## src/rtl/pkt_fifo_pkg.sv

```systemverilog
// Shared types and width helpers for the per-pair packet FIFO.
package pkt_fifo_pkg;

  typedef enum logic {
    IDLE = 1'b0,
    FILL = 1'b1
  } ser_state_e;

  function automatic int idx_width(input int depth);
    return (depth > 1) ? $clog2(depth) : 1;
  endfunction

  function automatic int cnt_width(input int depth);
    return $clog2(depth + 1);
  endfunction

endpackage

```

## src/rtl/pkt_serialiser.sv

```systemverilog
// Latches a whole packet and streams it out one byte per cycle, flagging the
// final byte so the FIFO can commit the packet atomically.
module pkt_serialiser
  import pkt_fifo_pkg::*;
#(
  parameter int PKT_BYTES = 8
) (
  input  logic                   i_clk,
  input  logic                   i_rst,
  input  logic                   i_cg,
  input  logic                   i_flush,
  input  logic                   i_start,
  input  logic [PKT_BYTES*8-1:0] i_pkt_data,
  output logic [7:0]             o_byte,
  output logic                   o_wr,
  output logic                   o_commit,
  output logic                   o_busy
);

  localparam int REM_W = $clog2(PKT_BYTES + 1);

  ser_state_e             state_q;
  logic [PKT_BYTES*8-1:0] shift_q;
  logic [REM_W-1:0]       remain_q;

  always_ff @(posedge i_clk) begin
    if (i_rst) begin
      state_q  <= IDLE;
      shift_q  <= '0;
      remain_q <= '0;
    end else if (i_cg) begin
      if (i_flush) begin
        state_q  <= IDLE;
        remain_q <= '0;
      end else begin
        case (state_q)
          IDLE: begin
            if (i_start) begin
              shift_q  <= i_pkt_data;
              remain_q <= REM_W'(PKT_BYTES);
              state_q  <= FILL;
            end
          end
          FILL: begin
            shift_q  <= shift_q >> 8;
            remain_q <= remain_q - REM_W'(1);
            if (remain_q == REM_W'(1)) begin
              state_q <= IDLE;
            end
          end
          default: state_q <= IDLE;
        endcase
      end
    end
  end

  // Write and commit are qualified here so a flush cancels the byte in flight.
  assign o_byte   = shift_q[7:0];
  assign o_busy   = (state_q == FILL);
  assign o_wr     = o_busy && i_cg && !i_flush;
  assign o_commit = o_wr && (remain_q == REM_W'(1));

endmodule

```

## src/rtl/pkt_fifo.sv

```systemverilog
// Packet FIFO: accepts whole packets, stores bytes, and exposes them to the
// reader (first-word-fall-through) only after the full packet is committed.
module pkt_fifo
  import pkt_fifo_pkg::*;
#(
  parameter int PKT_BYTES   = 8,
  parameter int DEPTH       = 16,
  parameter int DROPCOUNT_W = 8
) (
  input  logic                   i_clk,
  input  logic                   i_rst,
  input  logic                   i_cg,
  input  logic [PKT_BYTES*8-1:0] i_pkt_data,
  input  logic                   i_pkt_valid,
  output logic                   o_pkt_drop,
  output logic [DROPCOUNT_W-1:0] o_dropCount,
  output logic [7:0]             o_data,
  output logic                   o_empty,
  input  logic                   i_pop,
  input  logic                   i_flush
);

  localparam int IDX_W = idx_width(DEPTH);
  localparam int CNT_W = cnt_width(DEPTH);
  localparam logic [CNT_W-1:0] PKT_CNT   = CNT_W'(PKT_BYTES);
  localparam logic [CNT_W-1:0] DEPTH_CNT = CNT_W'(DEPTH);

  logic [7:0] mem [DEPTH];

  logic [IDX_W-1:0]       rd_idx_q, rd_idx_d, wr_idx_q, wr_idx_d;
  logic [CNT_W-1:0]       fill_q, fill_d, avail_q, avail_d;
  logic [DROPCOUNT_W-1:0] drop_cnt_q, drop_cnt_d;

  logic [7:0]       ser_byte;
  logic             ser_wr, ser_commit, ser_busy;
  logic             flush_s, pop_s, offer_s, accept_s, drop_s, space_ok_s;
  logic [CNT_W-1:0] fill_after_pop_s;

  function automatic logic [IDX_W-1:0] idx_inc(input logic [IDX_W-1:0] idx);
    return (idx == IDX_W'(DEPTH - 1)) ? '0 : idx + IDX_W'(1);
  endfunction

  pkt_serialiser #(.PKT_BYTES(PKT_BYTES)) u_ser (
    .i_clk      (i_clk),
    .i_rst      (i_rst),
    .i_cg       (i_cg),
    .i_flush    (i_flush),
    .i_start    (accept_s),
    .i_pkt_data (i_pkt_data),
    .o_byte     (ser_byte),
    .o_wr       (ser_wr),
    .o_commit   (ser_commit),
    .o_busy     (ser_busy)
  );

  // Space is judged after this cycle's pop so a pop can make room for an offer.
  assign flush_s          = i_cg && i_flush;
  assign pop_s            = i_cg && i_pop && (avail_q != '0) && !i_flush;
  assign fill_after_pop_s = fill_q - CNT_W'(pop_s);
  assign space_ok_s       = (DEPTH_CNT - fill_after_pop_s) >= PKT_CNT;
  assign offer_s          = i_cg && i_pkt_valid && !i_flush && !i_rst;
  assign accept_s         = offer_s && !ser_busy && space_ok_s;
  assign drop_s           = offer_s && !accept_s;

  always_comb begin
    rd_idx_d   = rd_idx_q;
    wr_idx_d   = wr_idx_q;
    fill_d     = fill_q;
    avail_d    = avail_q;
    drop_cnt_d = drop_cnt_q;
    if (flush_s) begin
      rd_idx_d = '0;
      wr_idx_d = '0;
      fill_d   = '0;
      avail_d  = '0;
    end else begin
      rd_idx_d = pop_s  ? idx_inc(rd_idx_q) : rd_idx_q;
      wr_idx_d = ser_wr ? idx_inc(wr_idx_q) : wr_idx_q;
      fill_d   = fill_after_pop_s + (accept_s ? PKT_CNT : '0);
      avail_d  = avail_q - CNT_W'(pop_s) + (ser_commit ? PKT_CNT : '0);
    end
    if (drop_s && (drop_cnt_q != '1)) begin
      drop_cnt_d = drop_cnt_q + DROPCOUNT_W'(1);
    end else begin
      drop_cnt_d = drop_cnt_q;
    end
  end

  always_ff @(posedge i_clk) begin
    if (i_rst) begin
      rd_idx_q   <= '0;
      wr_idx_q   <= '0;
      fill_q     <= '0;
      avail_q    <= '0;
      drop_cnt_q <= '0;
    end else begin
      rd_idx_q   <= rd_idx_d;
      wr_idx_q   <= wr_idx_d;
      fill_q     <= fill_d;
      avail_q    <= avail_d;
      drop_cnt_q <= drop_cnt_d;
    end
  end

  always_ff @(posedge i_clk) begin
    if (ser_wr) begin
      mem[wr_idx_q] <= ser_byte;
    end
  end

  // Storage is unreset, so the head byte is forced to zero while nothing is committed.
  assign o_data      = (avail_q == '0) ? 8'h00 : mem[rd_idx_q];
  assign o_empty     = (avail_q == '0);
  assign o_pkt_drop  = drop_s;
  assign o_dropCount = drop_cnt_q;

endmodule

```

## config.mk

```make
export PLATFORM = sky130hd
export DESIGN_NAME = pkt_fifo
export DESIGN_NICKNAME = d
export VERILOG_FILES = /design/src/rtl/pkt_fifo_pkg.sv /design/src/rtl/pkt_serialiser.sv /design/src/rtl/pkt_fifo.sv
export SDC_FILE = /design/constraint.sdc
export NUM_CORES = 1
export LEC_CHECK = 0
export ABC_CLOCK_PERIOD_IN_PS = 3590
export CORE_UTILIZATION = 37
export CTS_BUF_LIST = sky130_fd_sc_hd__clkbuf_4 sky130_fd_sc_hd__clkbuf_8 sky130_fd_sc_hd__clkbuf_16
export CTS_CLUSTER_SIZE = 12
export DETAILED_ROUTE_END_ITERATION = 10
export HOLD_SLACK_MARGIN = 0.1
export PLACE_DENSITY_LB_ADDON = 0.25
export RECOVER_POWER = 100
export SETUP_SLACK_MARGIN = 0.4
export SYNTH_ARGS = -nofsm -noshare
export SYNTH_HDL_FRONTEND = slang
export SYNTH_SLANG_ARGS = --single-unit
```

## constraint.sdc

```tcl
create_clock -name i_clk -period 3.59 [get_ports i_clk]
set_input_delay 0.359 -clock i_clk [delete_from_list [all_inputs] [get_ports i_clk]]
set_output_delay 0.359 -clock i_clk [all_outputs]
set_load 0.005 [all_outputs]
```

Fig. 1: run 1, cell density map
Drawn at 2 px/µm. The die is cut into 16 by 16 equal tiles; black is low, pale yellow is high, 0 to 100% covered.
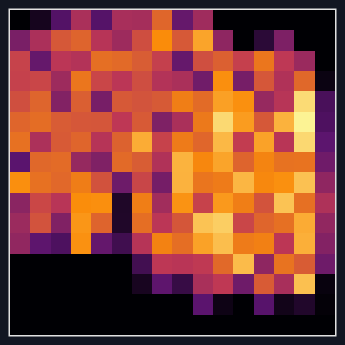
- emptiest ninth of the die: lower left
- mean over tiles: 44%
- nearly empty tiles: 20%
- fullest tile: 97%
- tiles over 75% full: 14%

Fig. 2: run 1, the clock network
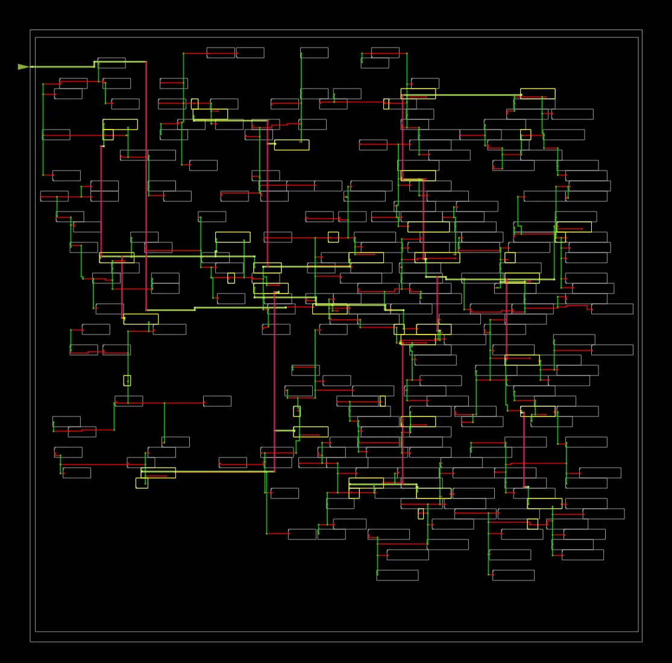
clock buf count: 34
Clock group: 2.42 mW
CTS Buf Count: 25

==> results.sh, run 1 <==
# implementation run metrics
export IMPL_status="completed"
export IMPL_most_common_cell="edfxtp_1"
export IMPL_cp_arrival_ns=3.06
export IMPL_syn2layout_area_growth_pct=24.8
export IMPL_worst_pin_slew_ns=0.979
export IMPL_largest_register_ff_count=128
export IMPL_cp_cell_sequence="or4_1 > nor2_4 > nor2_1 > ha_4 > ha_4 > and2_4 > a221o_2 > a31oi_4 > o31ai_4 > inv_2 > buf_2"
export IMPL_worstSetupStartpoint="avail_q[1]"
export IMPL_yosysCellCount=697
export IMPL_layout_area_comb_um2=3590
export IMPL_clk_share_pct=6.59
export IMPL_holdCritStartpoint="i_pkt_data[62]"
export IMPL_power_top_group="registers"
export IMPL_met2_usage_pct=27.7
export IMPL_reg2regPathDepth=14
export IMPL_cts_tree="built"
export IMPL_synth_distinct_cells=47
export IMPL_fill_cells=2244
export IMPL_synthFlopType="edfxtp_1"
export IMPL_top_layer="met4"
export IMPL_adder_share_pct=2.31
export IMPL_busiest_layer="met2"
export IMPL_cts_setup_buffers=10
export IMPL_io_buffer_count=87
export IMPL_dp_final_hpwl_um=13500
export IMPL_cts_num_sinks=227
export IMPL_root_buffer="clkbuf_16"
export IMPL_crit_path_top_delay_cell="or4_1"
export IMPL_drc=0
export IMPL_fin_util_pct=47.1
export IMPL_p_int_mw=4.55
export IMPL_clk_path_buf_depth=3
export IMPL_crit_end="o_pkt_drop"
export IMPL_wirelength_met1_um=8590
export IMPL_fin_worst_hold_slack_ns=0.423
export IMPL_required_ns=3.23
export IMPL_cp_max_fo=4
export IMPL_hp_class="input pin to flip-flop"
export IMPL_swShare_pct=22.3
export IMPL_grtUsageMet3_pct=2.93
export IMPL_seq_cells=227
export IMPL_fp_dieArea_um2=26400
export IMPL_synth_area_leader_cell="edfxtp_1"
export IMPL_setup_viol=0
export IMPL_critPathBufInv=2
export IMPL_clock_latency_late_pin_ns=0.52
export IMPL_crit_reg2reg_launch="avail_q[1]"
export IMPL_drive_gt1_share_pct=16.6
export IMPL_maxCapViolCount=0
export IMPL_p_comb_mw=0.575
export IMPL_gp_congestion=0.778
export IMPL_inv_count=15
export IMPL_async_flop_share_pct=0
export IMPL_crit_type="flip-flop to primary output"
export IMPL_io_pin_count=88
export IMPL_r2r_end="u_ser.remain_q[3]"
export IMPL_synth_area_um2=9530
export IMPL_ys_sh_mux_pct=16.0
export IMPL_finalSetupTns_ns=0
export IMPL_layout_area_seq_um2=5840
export IMPL_grt_use_total_pct=15.7
export IMPL_worst_path_stages=11
export IMPL_design_area_um2=11900
export IMPL_ys_sh_xor_pct=0.919
export IMPL_p_per_area_nw_per_um2=493
export IMPL_power_switching_mw=1.31
export IMPL_setup_slack_ns=0.169
export IMPL_dominant_cell_class="flip-flops and latches"
export IMPL_crit_family="simple AND/OR/NAND/NOR gates"
export IMPL_fin_crit_sh_pct=95.3
export IMPL_p_total_mw=5.86
export IMPL_yosys_warnings=0
export IMPL_antenna_cells=2
export IMPL_nonClkBufAreaFrac_pct=10.2
export IMPL_drt_first_pass_iters=4
export IMPL_drtIter0Drc=321
export IMPL_grt_pass1_wl_um=32500
export IMPL_synth_area_top_cells="edfxtp_1 40%, dfxtp_1 21%, mux4_2 9.5%"
export IMPL_leakagePower_nw=3.98
export IMPL_pre_cts_slack_ns=0.00402
export IMPL_sh_seq_area_pct=49.1
export IMPL_power_frac_clock_pct=41.4
export IMPL_skew_ns=0.0100
export IMPL_ir_worst_vdd_mv=0.317
export IMPL_n_tap_cell=330
export IMPL_ys_flops=227
export IMPL_clk_pin_slew_ns=0.06
export IMPL_avgSynthCellArea_um2=13.7
export IMPL_holdBufCountCts=0
export IMPL_min_period_ns=3.42
export IMPL_ys_chip_area_um2=9530
export IMPL_final_cell_mix="128 x edfxtp_1, 96 x dfxtp_1, 76 x nor2_1"
export IMPL_fmax_ghz=0.292
export IMPL_dp_cells=1084
export IMPL_grt_antenna_before_repair=2
export IMPL_fin_cells=1145
export IMPL_n_all_buffers=115
export IMPL_via_count=5900
export IMPL_startpoint_type="flip-flop"
export IMPL_p_seq_share_pct=48.8
export IMPL_met3WireLength_um=971
export IMPL_nNetsFinal=883
export IMPL_grt_use_met1_pct=19.9
export IMPL_hold_violations=0
Fig. 3: run 1, power grid
Drawn at 2 px/µm. Pins as bars on the die edge.
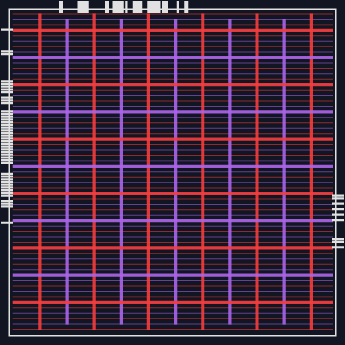
- VDD: purple
- VSS: red
- met4 straps: 11
- rows: 58
- signal pins: 88
Core ar.: 25300 µm²
Horiz. Die Dim: 162 µm
chip height: 162 µm

Fig. 4: run 1, signal wires on met2
Drawn at 2 px/µm.
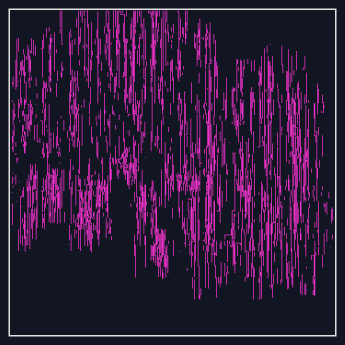

--- run 2 (diff from run 1) ---
- HOLD_SLACK_MARGIN: 0.1 -> 0.15
- SETUP_SLACK_MARGIN: 0.4 -> not set
Fig. 5: run 2, signal wires on met2
Drawn at 2 px/µm.
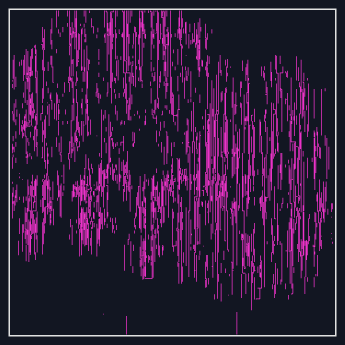
- longest straight run: 64.6 µm
- share of all routed wire: 50%
- nets with wire on the layer: 756
- wire length on this layer: 10200 µm

==> run 2 against run 1 <==
Effect of this change: register-to-register slack hardly changed; routed wire length barely moved; largest cell class unchanged; the flow now finishes with violations (capacitance limit, slew limit); non-clock buffer count unchanged; first-iteration DRC count increased by 16%; critical path type unchanged.
==> results.sh, run 2 <==
# implementation run metrics
export IMPL_grt_antenna_before_repair=0
export IMPL_critPathBufInv=12
export IMPL_async_flop_share_pct=0
export IMPL_largest_register_ff_count=128
export IMPL_dr_wl_met2_um=10200
export IMPL_power_switching_mw=1.30
export IMPL_final_cell_mix="128 x edfxtp_1, 96 x dfxtp_1, 77 x clkdlybuf4s50_1"
export IMPL_syn2layout_area_growth_pct=22.9
export IMPL_cts_tree="built"
export IMPL_violations="capacitance limit, slew limit"
export IMPL_top_layer="met4"
export IMPL_ys_flops=227
export IMPL_dp_final_hpwl_um=13200
export IMPL_ys_sh_mux_pct=16.0
export IMPL_synth_simple_area_share_pct=9.59
export IMPL_crit_reg2reg_launch="avail_q[0]"
export IMPL_drv_slew=81
export IMPL_cts_setup_buffers=15
export IMPL_cts_buffers=25
export IMPL_cp_arrival_ns=3.13
export IMPL_layout_area_seq_um2=5830
export IMPL_crit_type="flip-flop to primary output"
export IMPL_sh_seq_area_pct=49.8
export IMPL_crit_end="o_data[3]"
export IMPL_cp_cell_sequence="or4_4 > nor2_4 > buf_4 > buf_4 > buf_4 > buf_4 > buf_4 > buf_4 > buf_4 > buf_4 > buf_4 > buf_4 > clkbuf_4 > nor2b_1 > clkdlybuf4s50_1"
export IMPL_hold_violations=0
export IMPL_synth_distinct_cells=47
export IMPL_fp_dieArea_um2=26400
export IMPL_die_w_um=162
export IMPL_pg_seq_mw=2.86
export IMPL_syn_inst=697
export IMPL_clock_buffer_count=40
export IMPL_ir_worst_vdd_mv=0.344
export IMPL_holdPathStages=3
export IMPL_hp_class="input pin to flip-flop"
export IMPL_rsz0062_at_grt="false"
export IMPL_combPwrFrac_pct=10.7
export IMPL_yosysCellCount=697
export IMPL_adder_share_pct=2.31
export IMPL_holdBufCountCts=0
export IMPL_inv_count=15
export IMPL_gp_congestion=0.770
export IMPL_synth_area_top_cells="edfxtp_1 40%, dfxtp_1 21%, mux4_2 9.5%"
export IMPL_avgSynthCellArea_um2=13.7
export IMPL_io_pin_count=88
export IMPL_synth_area_um2=9530
export IMPL_p_total_mw=6.00
export IMPL_nonClkBufAreaFrac_pct=9.20
export IMPL_synth_top_area_share_pct=40.3
export IMPL_p_seq_share_pct=47.7
export IMPL_ys_sh_xor_pct=0.919
export IMPL_crit_path_top_delay_cell="or4_4"
export IMPL_die_height_um=162
export IMPL_via_count=5894
export IMPL_root_buffer="clkbuf_16"
export IMPL_grt_use_total_pct=15.6
export IMPL_slew_headroom_pct=-10.7
export IMPL_synth_area_leader_cell="edfxtp_1"
export IMPL_crit_family="buffers and inverters"
export IMPL_worst_pin_slew_ns=1.66
export IMPL_leakagePower_nw=3.84
export IMPL_setup_slack_ns=0.101
export IMPL_fin_worst_hold_slack_ns=0.429
export IMPL_core_area_um2=25300
export IMPL_drive_gt1_share_pct=15.7
export IMPL_fin_crit_sh_pct=97.2
export IMPL_htreeDepth=1
export IMPL_dp_cells=1085
export IMPL_fill_cells=2278
export IMPL_n_tap_cell=330
export IMPL_clk_share_pct=6.98
export IMPL_p_int_mw=4.70
export IMPL_dpl_cell_area_um2=10800
export IMPL_most_common_cell="edfxtp_1"
export IMPL_pre_cts_slack_ns=-0.0876
export IMPL_p_comb_mw=0.643
export IMPL_swShare_pct=21.6
export IMPL_required_ns=3.23
export IMPL_drt_first_pass_iters=5
export IMPL_grtUsageMet3_pct=2.72
export IMPL_worstSetupStartpoint="avail_q[0]"
export IMPL_grt_use_met1_pct=19.7
export IMPL_setup_viol=0
export IMPL_crit_path_frequent_cell="buf_4"
export IMPL_reg2regPathDepth=14
export IMPL_n_all_buffers=115
export IMPL_wirelength_met1_um=8610
export IMPL_worst_path_stages=15
export IMPL_busiest_layer="met2"
export IMPL_io_buffer_count=87
export IMPL_startpoint_type="flip-flop"
export IMPL_yosys_warnings=0
export IMPL_pg_clk_mw=2.49
export IMPL_power_top_group="registers"
export IMPL_clock_latency_late_pin_ns=0.51
export IMPL_comb_share_pct=30.0
export IMPL_grt_pass1_wl_um=32100
export IMPL_nNetsFinal=883
export IMPL_skew_ns=0.0114
export IMPL_regMostFlops="mem"
export IMPL_met2_usage_pct=26.9
export IMPL_power_frac_clock_pct=41.6
export IMPL_fin_util_pct=46.4
export IMPL_holdCritStartpoint="i_pkt_data[60]"
export IMPL_antenna_cells=0
export IMPL_cp_max_fo=9
export IMPL_r2r_end="u_ser.shift_q[54]"
export IMPL_maxCapViolCount=1
export IMPL_r2r_slack_ns=0.23
export IMPL_cts_num_sinks=227
export IMPL_slowest_delay_ns=0.54
export IMPL_design_area_um2=11700
export IMPL_warnings=30
export IMPL_seq_cells=227
export IMPL_met3WireLength_um=992
export IMPL_synthFlopType="edfxtp_1"
export IMPL_drc=0
export IMPL_drtIter0Drc=373
export IMPL_clk_pin_slew_ns=0.06
export IMPL_finalSetupTns_ns=0
export IMPL_min_period_ns=3.49
export IMPL_ys_chip_area_um2=9530
export IMPL_clk_path_buf_depth=3
export IMPL_fin_cells=1144
export IMPL_layout_area_comb_um2=3510
export IMPL_fmax_ghz=0.287
export IMPL_p_per_area_nw_per_um2=512
export IMPL_status="finished, violations left"
export IMPL_dominant_cell_class="flip-flops and latches"
Fig. 6: run 2, register map, names as in the netlist
Drawn at 2 px/µm. Other sequential cells in the stronger grey, the rest of the logic in the fainter grey.
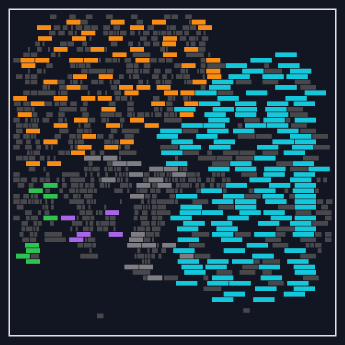

--- run 3 (diff from run 2) ---
- CORE_UTILIZATION: 37 -> 35
- GPL_ROUTABILITY_DRIVEN: not set -> 0
Fig. 7: run 3, register map, names as in the netlist
Drawn at 2 px/µm. Other sequential cells in the stronger grey, the rest of the logic in the fainter grey.
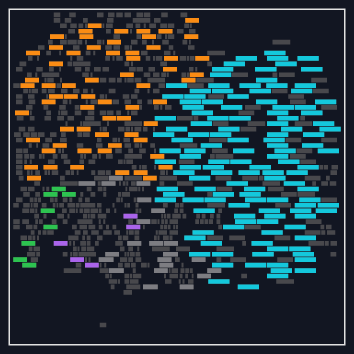
- u_ser.shift_q: orange (placed flops 64)
- mem: cyan (placed flops 128)
- o_dropCount: green (placed flops 8)
- fill_q: purple (placed flops 5)
- not coloured: 22

==> run 3 against run 2 <==
Effect of this change: the flow still finishes with violations (capacitance limit, slew limit); critical path depth did not move; register-to-register slack improved by 0.07 ns; fmax rose by 1.1%; clock skew fell by 0.0037 ns; hold slack improved by 0.0097 ns; clock power fell by 5%; count of clock-buffer cells in the layout rose by 1; flip-flop count did not move; via count fell by 2.4%; setup slack improved by 0.039 ns; critical endpoint unchanged.
==> results.sh, run 3 <==
# implementation run metrics
export IMPL_status="finished, violations left"
export IMPL_violations="capacitance limit, slew limit"
export IMPL_core_area_um2=26800
export IMPL_maxCapViolCount=1
export IMPL_final_cell_mix="128 x edfxtp_1, 94 x dfxtp_1, 75 x nor2_1"
export IMPL_warnings=33
export IMPL_grt_use_met1_pct=19.1
export IMPL_synth_area_leader_cell="edfxtp_1"
export IMPL_worst_path_stages=15
export IMPL_power_switching_mw=1.26
export IMPL_critPathBufInv=12
export IMPL_synth_area_top_cells="edfxtp_1 40%, dfxtp_1 21%, mux4_2 9.5%"
export IMPL_p_seq_share_pct=48.8
export IMPL_most_common_cell="edfxtp_1"
export IMPL_avgSynthCellArea_um2=13.7
export IMPL_fp_dieArea_um2=27900
export IMPL_power_frac_clock_pct=40.3
export IMPL_inv_count=15
export IMPL_p_total_mw=5.86
export IMPL_top_layer="met4"
export IMPL_holdCritStartpoint="i_pkt_data[58]"
export IMPL_adder_share_pct=2.31
export IMPL_cts_num_sinks=227
export IMPL_cp_cell_sequence="or4_4 > nor2_4 > buf_4 > buf_4 > buf_4 > buf_4 > buf_4 > buf_4 > buf_4 > buf_4 > buf_4 > buf_4 > buf_4 > nor2b_1 > clkdlybuf4s50_1"
export IMPL_clock_buffer_count=41
export IMPL_crit_end="o_data[3]"
export IMPL_fin_worst_hold_slack_ns=0.439
export IMPL_crit_path_frequent_cell="buf_4"
export IMPL_syn2layout_area_growth_pct=22.7
export IMPL_fin_crit_sh_pct=96.1
export IMPL_crit_path_top_delay_cell="or4_4"
export IMPL_hp_class="input pin to flip-flop"
export IMPL_combPwrFrac_pct=10.9
export IMPL_synth_simple_area_share_pct=9.59
export IMPL_synth_top_area_share_pct=40.3
export IMPL_cts_setup_buffers=14
export IMPL_worstSetupStartpoint="avail_q[0]"
export IMPL_ys_sh_mux_pct=16.0
export IMPL_holdBufCountCts=0
export IMPL_ys_sh_xor_pct=0.919
export IMPL_grt_antenna_before_repair=1
export IMPL_cp_arrival_ns=3.09
export IMPL_dpl_cell_area_um2=10800
export IMPL_sh_seq_area_pct=49.9
export IMPL_dr_wl_met2_um=9690
export IMPL_reg2regPathDepth=14
export IMPL_root_buffer="clkbuf_16"
export IMPL_pg_seq_mw=2.86
export IMPL_clk_pin_slew_ns=0.06
export IMPL_die_height_um=167
export IMPL_synth_distinct_cells=47
export IMPL_wirelength_met1_um=8960
export IMPL_p_int_mw=4.60
export IMPL_met2_usage_pct=24.3
export IMPL_nonClkBufAreaFrac_pct=9.40
export IMPL_fill_cells=2471
export IMPL_die_w_um=167
export IMPL_clk_share_pct=6.49
export IMPL_nNetsFinal=883
export IMPL_finalSetupTns_ns=0
export IMPL_startpoint_type="flip-flop"
export IMPL_layout_area_seq_um2=5830
export IMPL_io_buffer_count=87
export IMPL_min_period_ns=3.45
export IMPL_comb_share_pct=30.0
export IMPL_hold_violations=0
export IMPL_via_count=5752
export IMPL_power_top_group="registers"
export IMPL_crit_reg2reg_launch="avail_q[0]"
export IMPL_dp_final_hpwl_um=12600
export IMPL_syn_inst=697
export IMPL_io_pin_count=88
export IMPL_pg_clk_mw=2.36
export IMPL_r2r_slack_ns=0.30
export IMPL_ys_chip_area_um2=9530
export IMPL_yosys_warnings=0
export IMPL_drtIter0Drc=305
export IMPL_holdPathStages=3
export IMPL_busiest_layer="met2"
export IMPL_drv_slew=81
export IMPL_n_all_buffers=116
export IMPL_required_ns=3.23
export IMPL_crit_family="buffers and inverters"
export IMPL_grt_use_total_pct=14.5
export IMPL_dominant_cell_class="flip-flops and latches"
export IMPL_crit_type="flip-flop to primary output"
export IMPL_p_comb_mw=0.637
export IMPL_p_per_area_nw_per_um2=501
export IMPL_clock_latency_late_pin_ns=0.50
export IMPL_drc=0
export IMPL_skew_ns=0.00775
Power and IR drop assume default switching activity.
